Run 1, supply network:
Pins as bars on the die edge.
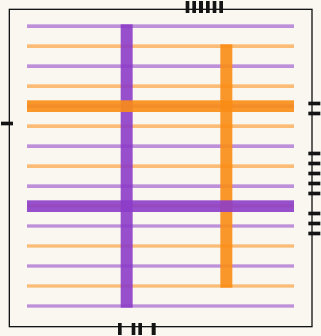
Run 1, cell classes on the final placement:
Bar = 10 um.
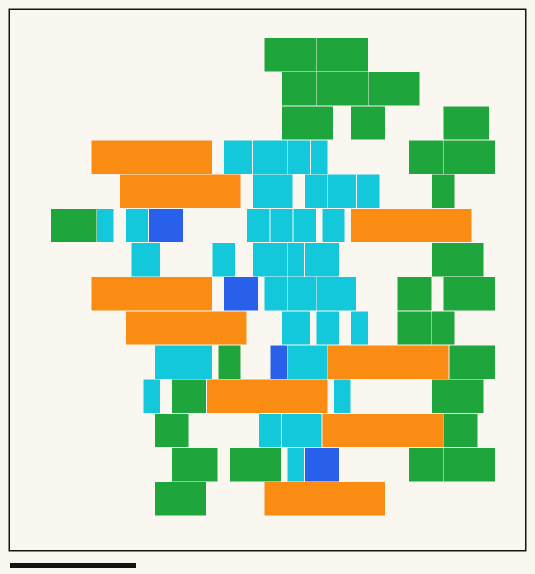
Run 1, clock network drawn from the DEF:
Bar = 10 um.
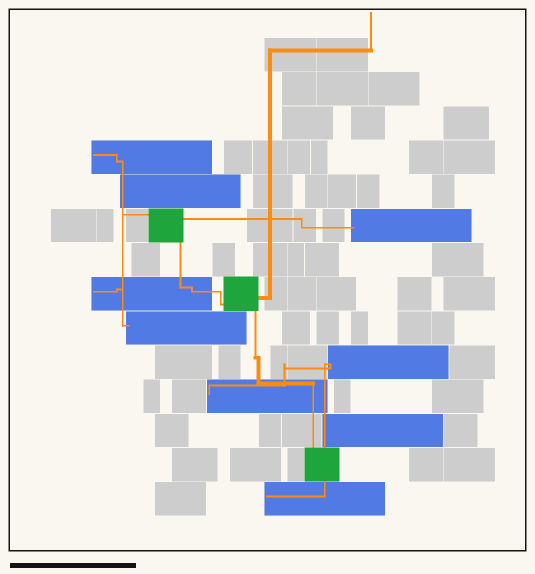
Run 1, routed metal, one colour a layer:
Two of the layers only.
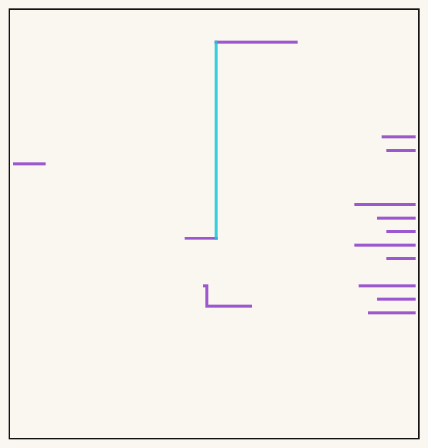
$ cat src/rtl/init_if.sv
// Memory-write port of the S-array initialiser: start request, ready flag
// and the byte-wide write bus.
interface init_if;
  logic       en;
  logic       rdy;
  logic [7:0] addr;
  logic [7:0] wrdata;
  logic       wren;

  modport master (
    input  en,
    output rdy,
    output addr,
    output wrdata,
    output wren
  );

  modport slave (
    output en,
    input  rdy,
    input  addr,
    input  wrdata,
    input  wren
  );
endinterface

$ cat src/rtl/init.sv
// Fills a 256-byte memory with the identity permutation mem[i] = i,
// one ascending write per clock once a start request is accepted.
module init (
  input  logic clk,
  input  logic rst_n,
  init_if.master bus
);

  typedef enum logic {
    IDLE = 1'b0,
    FILL = 1'b1
  } state_t;

  state_t     state;
  state_t     state_next;
  logic [7:0] count;
  logic [7:0] count_next;

  always_ff @(posedge clk or negedge rst_n) begin
    if (!rst_n) begin
      state <= IDLE;
      count <= '0;
    end else begin
      state <= state_next;
      count <= count_next;
    end
  end

  // Terminal count at 255 ends the fill, so the counter never wraps into a 257th write.
  always_comb begin
    state_next = state;
    count_next = count;
    case (state)
      IDLE: begin
        count_next = '0;
        if (bus.en) begin
          state_next = FILL;
        end
      end
      FILL: begin
        if (count == 8'hFF) begin
          state_next = IDLE;
          count_next = '0;
        end else begin
          count_next = count + 8'd1;
        end
      end
    endcase
  end

  assign bus.rdy    = (state == IDLE);
  assign bus.wren   = (state == FILL);
  assign bus.addr   = count;
  assign bus.wrdata = count;

endmodule

$ cat src/flat_wrapper.sv
// flat-port wrapper written by rule: the top's interface ports become plain ports
module init_flat 
  (clk, rst_n, bus_en, bus_rdy, bus_addr, bus_wrdata, bus_wren);
  init_if bus_i ();
  input  logic clk;
  input  logic rst_n;
  input wire logic [$bits(bus_i.en)-1:0] bus_en;
  output wire logic [$bits(bus_i.rdy)-1:0] bus_rdy;
  output wire logic [$bits(bus_i.addr)-1:0] bus_addr;
  output wire logic [$bits(bus_i.wrdata)-1:0] bus_wrdata;
  output wire logic [$bits(bus_i.wren)-1:0] bus_wren;
  assign bus_i.en = bus_en;
  assign bus_rdy = bus_i.rdy;
  assign bus_addr = bus_i.addr;
  assign bus_wrdata = bus_i.wrdata;
  assign bus_wren = bus_i.wren;
  init u_core (.clk(clk), .rst_n(rst_n), .bus(bus_i));
endmodule
$ cat config.mk
export PLATFORM = sky130hd
export DESIGN_NAME = init_flat
export DESIGN_NICKNAME = d
export VERILOG_FILES = /design/src/rtl/init_if.sv /design/src/rtl/init.sv /design/src/flat_wrapper.sv
export SDC_FILE = /design/constraint.sdc
export NUM_CORES = 1
export LEC_CHECK = 0
export CAP_MARGIN = 25
export CORE_AREA = 2 2 39 41
export CTS_CLUSTER_SIZE = 40
export DETAILED_ROUTE_END_ITERATION = 10
export DIE_AREA = 0 0 41 43
export GPL_TIMING_DRIVEN = 0
export MAX_ROUTING_LAYER = met4
export PLACE_DENSITY = 0.73
export SLEW_MARGIN = 30
export SYNTH_ARGS = -nofsm -noshare
export SYNTH_HDL_FRONTEND = slang
export SYNTH_SLANG_ARGS = --single-unit
$ cat constraint.sdc
create_clock -name clk -period 1.7 [get_ports clk]
set_input_delay 0.34 -clock clk [delete_from_list [all_inputs] [get_ports clk]]
set_output_delay 0.34 -clock clk [all_outputs]
set_load 0.1 [all_outputs]
==> impl_metrics.ini, run 1 <==
; physical design summary
[cells_and_area]
antennaDiodeCount = 0
drive_above_1_share = 0.548
final_net_count = 78
sequential_cell_area_um2 = 236
area.combinational_um2 = 173

[yosys]
synth_async_sr_flop_share = 1.00
synth.logic.top_family = simple AND/OR/NAND/NOR gates
synth_stat.cells = 49
floorplan.nets = 53
yosys_register_bits = 9
synthMuxAreaShare = 0
synth.top_cell.area_share = 0.480
yosys_area_um2 = 469
synth_dominant_cell_count = sky130_fd_sc_hd__dfrtp_1
yosys.area_share.simple = 0.208
postSynthAreaPerCell_um2 = 9.58
syn_inst = 49
flop_cell = sky130_fd_sc_hd__dfrtp_1

[setup_path]
path_depth = 2
start_point_of_the_critical_path = u_core.bus.addr[5]
critPathCapture = bus_wrdata[5]
critical_path.top_delay_family = buffers and inverters
start_kind = register
r2r_setup_slack_ps = 300
criticalPathCategory = reg -> out
wp_data_arrival_ps = 1310
worstRegToRegCells = 4
crit_path_max_incr_delay_ps = 540

[global_route]
groute.layer.met2.usage = 0.206
largest_net_degree_at_the_start_of_global_routing = 10
grt_pass1_wl_mm = 1.57
globalRouteMet3Util = 0.0785
grt_pass1_vias = 375
groute.layer.met1.usage = 0.146

[sta]
finClkSkew_ps = 1.33
setup_violators_final = 0
fin_worst_hold_slack_ps = 369
fmax_mhz = 608
maxSlewHeadroom = 0.637
timing_max_transition_violations_final = 0
tightestPinTransition_ps = 547
rsz0062_at_grt = no
number_of_failing_hold_endpoints_at_the_final_stage = 0
fin_crit_sh = 0.968

[clock_network]
tritoncts_num_sinks = 9
cts_max_path_buffers = 2
tritoncts_buffers = 3
tritoncts = done

[drt]
postRouteWirelength_um = 908
drt-pass1-iter-count = 2
avgRoutedWirePerCell_um = 10.2
drc = 0
detailedRoute.firstIterationViolations = 3

[die]
chip_width_um = 41
top_level_ports = 21
area_of_the_placeable_core_um2 = 1380

[flow_run]
stage_log_warnings = 27

[status]
run_status = finished, final reports clean

[placement]
gp_routability_congestion = 0.666

[pwr]
cellPowerDensity_nw_per_um2 = 526
power.leakage_nw = 0.316
## Picture notes: 'supply network'
legend:
  VSS:
    colour: purple
  VDD:
    colour: orange
met5 straps: 2
signal pins: 21

## Picture notes: 'cell classes on the final placement'
legend:
  clock drivers and dummy loads:
    colour: blue
    cells: 4
    share_of_their_area: 3.7%
  all other logic:
    colour: cyan
    cells: 32
    share_of_their_area: 27%
  flip-flops:
    colour: orange
    cells: 9
    share_of_their_area: 33%
  other buffers and delay cells:
    colour: green
    cells: 28
    share_of_their_area: 36%

## Picture notes: 'clock network drawn from the DEF'
legend:
  flip-flops:
    colour: blue
    count: 9
  cells driving clock nets:
    colour: green
    count: 3
  clock wires:
    colour: orange
    length: 129 um
routed clock nets: 4

## Picture notes: 'routed metal, one colour a layer'
legend:
  met3:
    colour: purple
    wire_length: 60.5 um
  met4:
    colour: cyan
    wire_length: 19.7 um

-- run 1: metrics by stage --
step,power (W),setup WS (ps),area [um2],TNS [ps],utilization
6_report,0.000383,54.6,728,0,0.526
5_1_grt,0.000411,3.10,728,0,0.526
4_1_cts,0.000392,9.51,746,0,0.539
3_5_place_dp,0.000227,-331,704,-3990,0.509
3_3_place_gp,0.000227,-324,704,-3890,0.509
2_1_floorplan,0.000218,-4.35,484,-4.35,-
-- run 1: state kept, by name (all words and copies together) (netlist names) --
register         count
u_core.bus.wren      1
u_core.bus.addr      8
-- run 1: worst min-delay path by stage --
stage                        from                 end  slack, ps  depth (start not counted)
2_1_floorplan               rst_n  u_core.bus.addr[0]         40                          0
3_3_place_gp   u_core.bus.addr[0]  u_core.bus.addr[0]        480                          1
3_5_place_dp   u_core.bus.addr[0]  u_core.bus.addr[0]        500                          1
4_1_cts                     rst_n  u_core.bus.addr[6]        380                          1
5_1_grt                     rst_n  u_core.bus.addr[6]        390                          1
6_report                    rst_n  u_core.bus.addr[6]        370                          1
-- run 1: where the power goes --
part | total (W) | internal (W) | switching (W)
clock | 0.000161 | 0.0000902 | 0.0000704
sequential | 0.000214 | 0.000214 | 0
combinational | 0.00000832 | 0.00000415 | 0.00000416
total | 0.000383 | 0.000308 | 0.0000746
-- run 1: cells by family (layout without fill, tap and decap cells) --
kind of cell             after synthesis  count (layout)
AND-OR/OR-AND                          6               6
XOR/XNOR                               3               3
adder cells (fa/ha/maj)                1               1
buffers and inverters                 11              35
flip-flops                             9               9
AND/OR/NAND/NOR                       19              19
-- run 1: layout by cell type, fill, tap and decap left out, drive strengths merged --
cell type      count
dfrtp              9
or3                1
inv                2
o2111ai            1
or4                1
clkdlybuf4s50      2
xor2               2
o21a               1
nand2              2
a21oi              1
nand3              6
nor2               4
clkinvlp           1
and2               1
nor3               2
o21ai              3
nand2b             1
clkdlybuf4s15     12
clkdlybuf4s18      2
ha                 1
clkbuf             4
nand4              1
buf               12
xnor2              1
-- run 1: area by class of cell --
type | instances | share of cell area
multi-input cells | 29 | 0.237
flip-flops and latches | 9 | 0.325
inverters | 3 | 0.0206
well taps | 16 | 0.0275
repair buffers | 20 | 0.271
clock buffers | 4 | 0.0361
plain buffers | 8 | 0.0825
-- run 1: metal layers --
| metal | part of all wire | routed length, um | vias to the layer above |
|---|---|---|---|
| met4 | 0.021 | 19 | 0 |
| met1 | 0.39 | 350 | 201 |
| met3 | 0.066 | 60 | 2 |
| met2 | 0.53 | 478 | 15 |
| met5 | 0 | 0 | - |
| li1 | - | - | 211 |
-- run 1: what timing repair did --
item	4_1_cts	5_1_grt
gates resized	57	7
cloned	0	0
endpoints found under the setup margin	18	5
endpoints found under the hold margin	0	0
hold buffers	0	0
setup buffers	0	0
Run 1, the clock network:
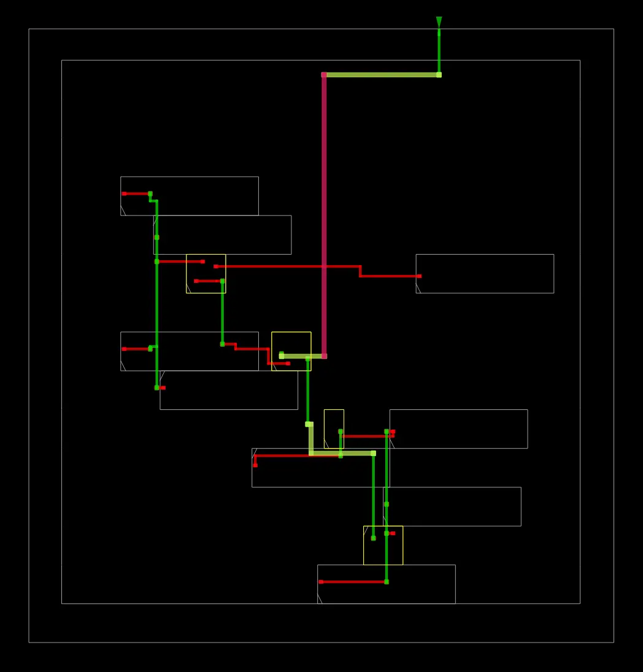

==> run 2, diff against run 1 <==
DONT_BUFFER_PORTS = 1   (was not set)
PLACE_DENSITY = 0.53   (was 0.73)
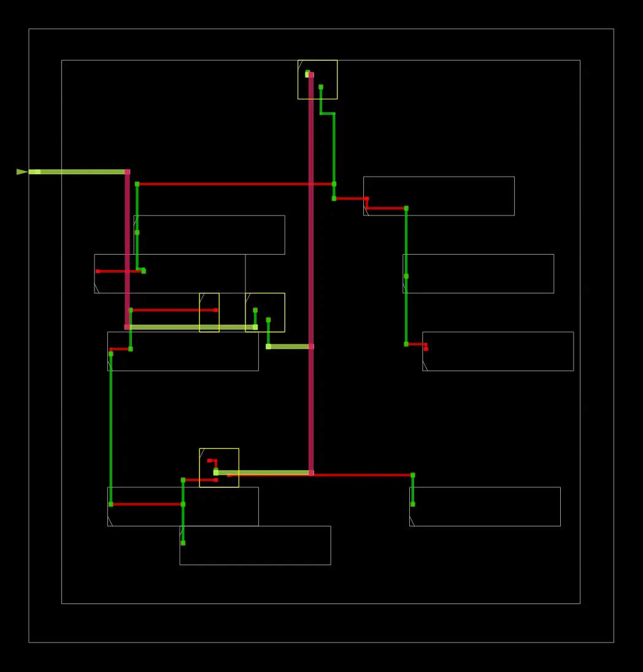
Run 2: the clock network
TritonCTS Buffers: 3
clock group total power: 0.000176 W
setup skew after layout: 3.55 ps

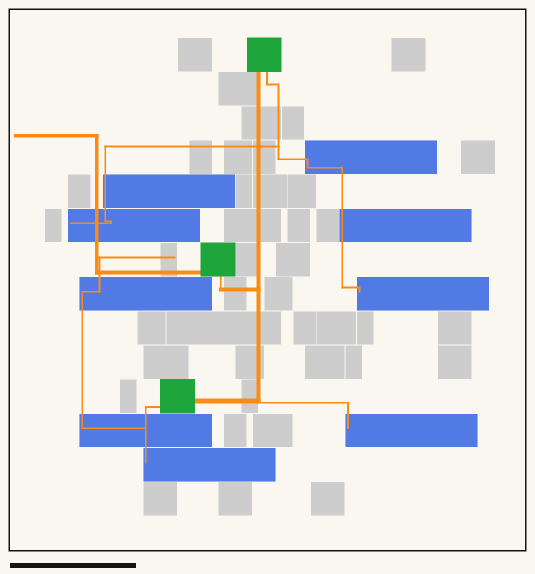
Run 2: clock network drawn from the DEF
Bar = 10 um.
legend:
  clock wires:
    colour: orange
    length: 166 um
  flip-flops:
    colour: blue
    count: 9
  cells driving clock nets:
    colour: green
    count: 3
routed clock nets: 4
Worst-Skew Late Latency: 270 ps
clock power share: 0.444

==> impl_metrics.ini, run 2 <==
; physical design summary
[status]
run_status = finished with violations
violated_checks = negative setup slack

[yosys]
yosys_register_bits = 9
flop_cell = sky130_fd_sc_hd__dfrtp_1
syn_inst = 49
synth.top_cell.area_share = 0.480
enable_flop_cells = 0
synth_dominant_cell_count = sky130_fd_sc_hd__dfrtp_1
yosysTopAreaCell = sky130_fd_sc_hd__dfrtp_1
synth_stat.cells = 49
synth_async_sr_flop_share = 1.00
yosys_area_um2 = 469
common_cells = 9 x sky130_fd_sc_hd__dfrtp_1, 8 x sky130_fd_sc_hd__buf_4, 6 x sky130_fd_sc_hd__nand3_1
floorplan.nets = 53
postSynthAreaPerCell_um2 = 9.58
seq_total_area_yosys = 0.480
ys_types = 21

[drt]
dr_total_vias = 360
postRouteWirelength_um = 932
via_density = 5.14
drt-pass1-iter-count = 3
drc = 0
routed_antenna_nets = 0
avgRoutedWirePerCell_um = 13.3
detailedRoute.firstIterationViolations = 5

[clock_network]
tritoncts_num_sinks = 9
cts_max_path_buffers = 2
htree_num_levels = 1
clkTransAtPathRegs_ps = 60
cts_setup_buffers = 0
tritoncts = done

[sta]
number_of_failing_hold_endpoints_at_the_final_stage = 0
fin_crit_sh = 1.09
tightestPinTransition_ps = 529
rsz0062_at_grt = yes
setup_violators_final = 1
fin_worst_hold_slack_ps = 189
final_period_minus_worst_setup_slack_ps = 1850
fmax_mhz = 541
timing_max_transition_violations_final = 0
final_critical_path_setup_slack_ps = -150
maxSlewHeadroom = 0.647

[cells_and_area]
layout_top_cells = 9 x sky130_fd_sc_hd__dfrtp_4, 8 x sky130_fd_sc_hd__buf_4, 6 x sky130_fd_sc_hd__nand3_1
largest_reg_flops = 8
area_growth_syn_to_layout_pct = 22.7
drive_above_1_share = 0.426
antennaDiodeCount = 0
final_common_cell = sky130_fd_sc_hd__dfrtp_4
final_net_count = 59
postLayoutCellArea_um2 = 576

[placement]
placed_area_um2 = 504
gp_routability_congestion = 0.693

[global_route]
gr-usage-all-layers = 0.136
antenna_found_initial = 0
largest_net_degree_at_the_start_of_global_routing = 10
grt_pass1_vias = 334
grt_pass1_wl_mm = 1.51

[setup_path]
start_kind = register
wp_data_arrival_ps = 1510
criticalPathCategory = reg -> out
worst_path_max_delay_cell = sky130_fd_sc_hd__dfrtp_4
crit_path_max_incr_delay_ps = 660
critical_path.n_buffers_inverters = 1
critical_path.top_delay_family = flip-flops
worst-endpoint-required_ps = 1360
critPathCaptureType = output pin
worst-path-max-fanout = 8

[flow_run]
drv.max_cap_violation_count = 0
stage_log_warnings = 29

[pwr]
combinational_power_share = 0.015
cellPowerDensity_nw_per_um2 = 686
swShare = 0.224
design_power_total_w = 0.000395
worst_ir_drop_vdd_uv = 349
power.sequential.fraction = 0.541
netSwitchingPower_w = 0.0000885
power.leakage_nw = 0.224
cellInternalPower_w = 0.000307

[hold_path]
hp-class = in -> reg

[die]
area_of_the_placeable_core_um2 = 1380
chip_width_um = 41
dieArea_um2 = 1760
rows = 14
top_level_ports = 21
floorplan.initialDensity = 0.339
## run 2: final cells by class
class | instances | area, um2 | share of cell area
buffer | 8 | 60.1 | 0.104
clock buffer | 4 | 26.3 | 0.0457
inverter | 3 | 15.0 | 0.0261
multi-input combinational | 29 | 185 | 0.322
sequential | 9 | 259 | 0.450
tap | 16 | 20.0 | 0.0348
timing repair buffer | 1 | 10.0 | 0.0174
## run 2: path summary, 6_finish.rpt
path	depth (start not counted)	from	end	slack, ps
max	1	u_core.bus.wren	bus_rdy	-150
min	2	bus_en	u_core.bus.wren	190
max reg2reg	4	u_core.bus.addr[0]	u_core.bus.wren	70
min reg2reg	1	u_core.bus.addr[0]	u_core.bus.addr[0]	780
max in group asynchronous	1	rst_n	u_core.bus.addr[2]	960
min in group asynchronous	1	rst_n	u_core.bus.wren	420
## run 2: cell families (layout without fill, tap and decap cells)
kind of cell / after synthesis / after routing / share of synthesized area
XOR/XNOR: 3 / 3 / 0.0560
AND-OR/OR-AND: 6 / 6 / 0.0773
buffers and inverters: 11 / 16 / 0.152
adder cells (fa/ha/maj): 1 / 1 / 0.0267
flip-flops: 9 / 9 / 0.480
AND/OR/NAND/NOR: 19 / 19 / 0.208
## run 2: layer usage
| metal | track usage | share of wire | vias to the layer above |
|---|---|---|---|
| met5 | - | 0 | - |
| met4 | 0.100 | 0.041 | 0 |
| met3 | 0.0628 | 0.083 | 5 |
| met2 | 0.172 | 0.48 | 14 |
| met1 | 0.162 | 0.39 | 173 |
| li1 | - | - | 168 |
## run 2: power groups by stage
stage,Sequential [W],Clock [W],Combinational [W]
after floorplan,0.000218,0,0.000000362
after global placement,0.000218,0,0.000000367
after detailed placement,0.000218,0,0.000000439
after CTS,0.000214,0.000179,0.00000632
after global routing,0.000213,0.000196,0.00000713
final,0.000214,0.000176,0.00000578
## run 2: per-stage QoR
step | TNS [ps] | worst slack, ps | cells | utilization
4_1_cts | -152 | -152 | 70 | 0.407
6_report | -150 | -150 | 70 | 0.416
2_1_floorplan | -4.35 | -4.35 | 49 | -
5_1_grt | -281 | -190 | 70 | 0.416
3_5_place_dp | -552 | -129 | 65 | 0.364
3_3_place_gp | -485 | -118 | 65 | 0.364
## run 2: what timing repair did
| action | 4_1_cts | 5_1_grt |
|---|---|---|
| cloned | 0 | 0 |
| setup endpoints to repair | 16 | 6 |
| endpoints found under the hold margin | 9 | 0 |
| pin swaps | 0 | 0 |
| gates resized | 9 | 2 |
| hold buffers | 1 | 0 |
Power figures rest on the tool's default switching activity, not on a simulated workload.
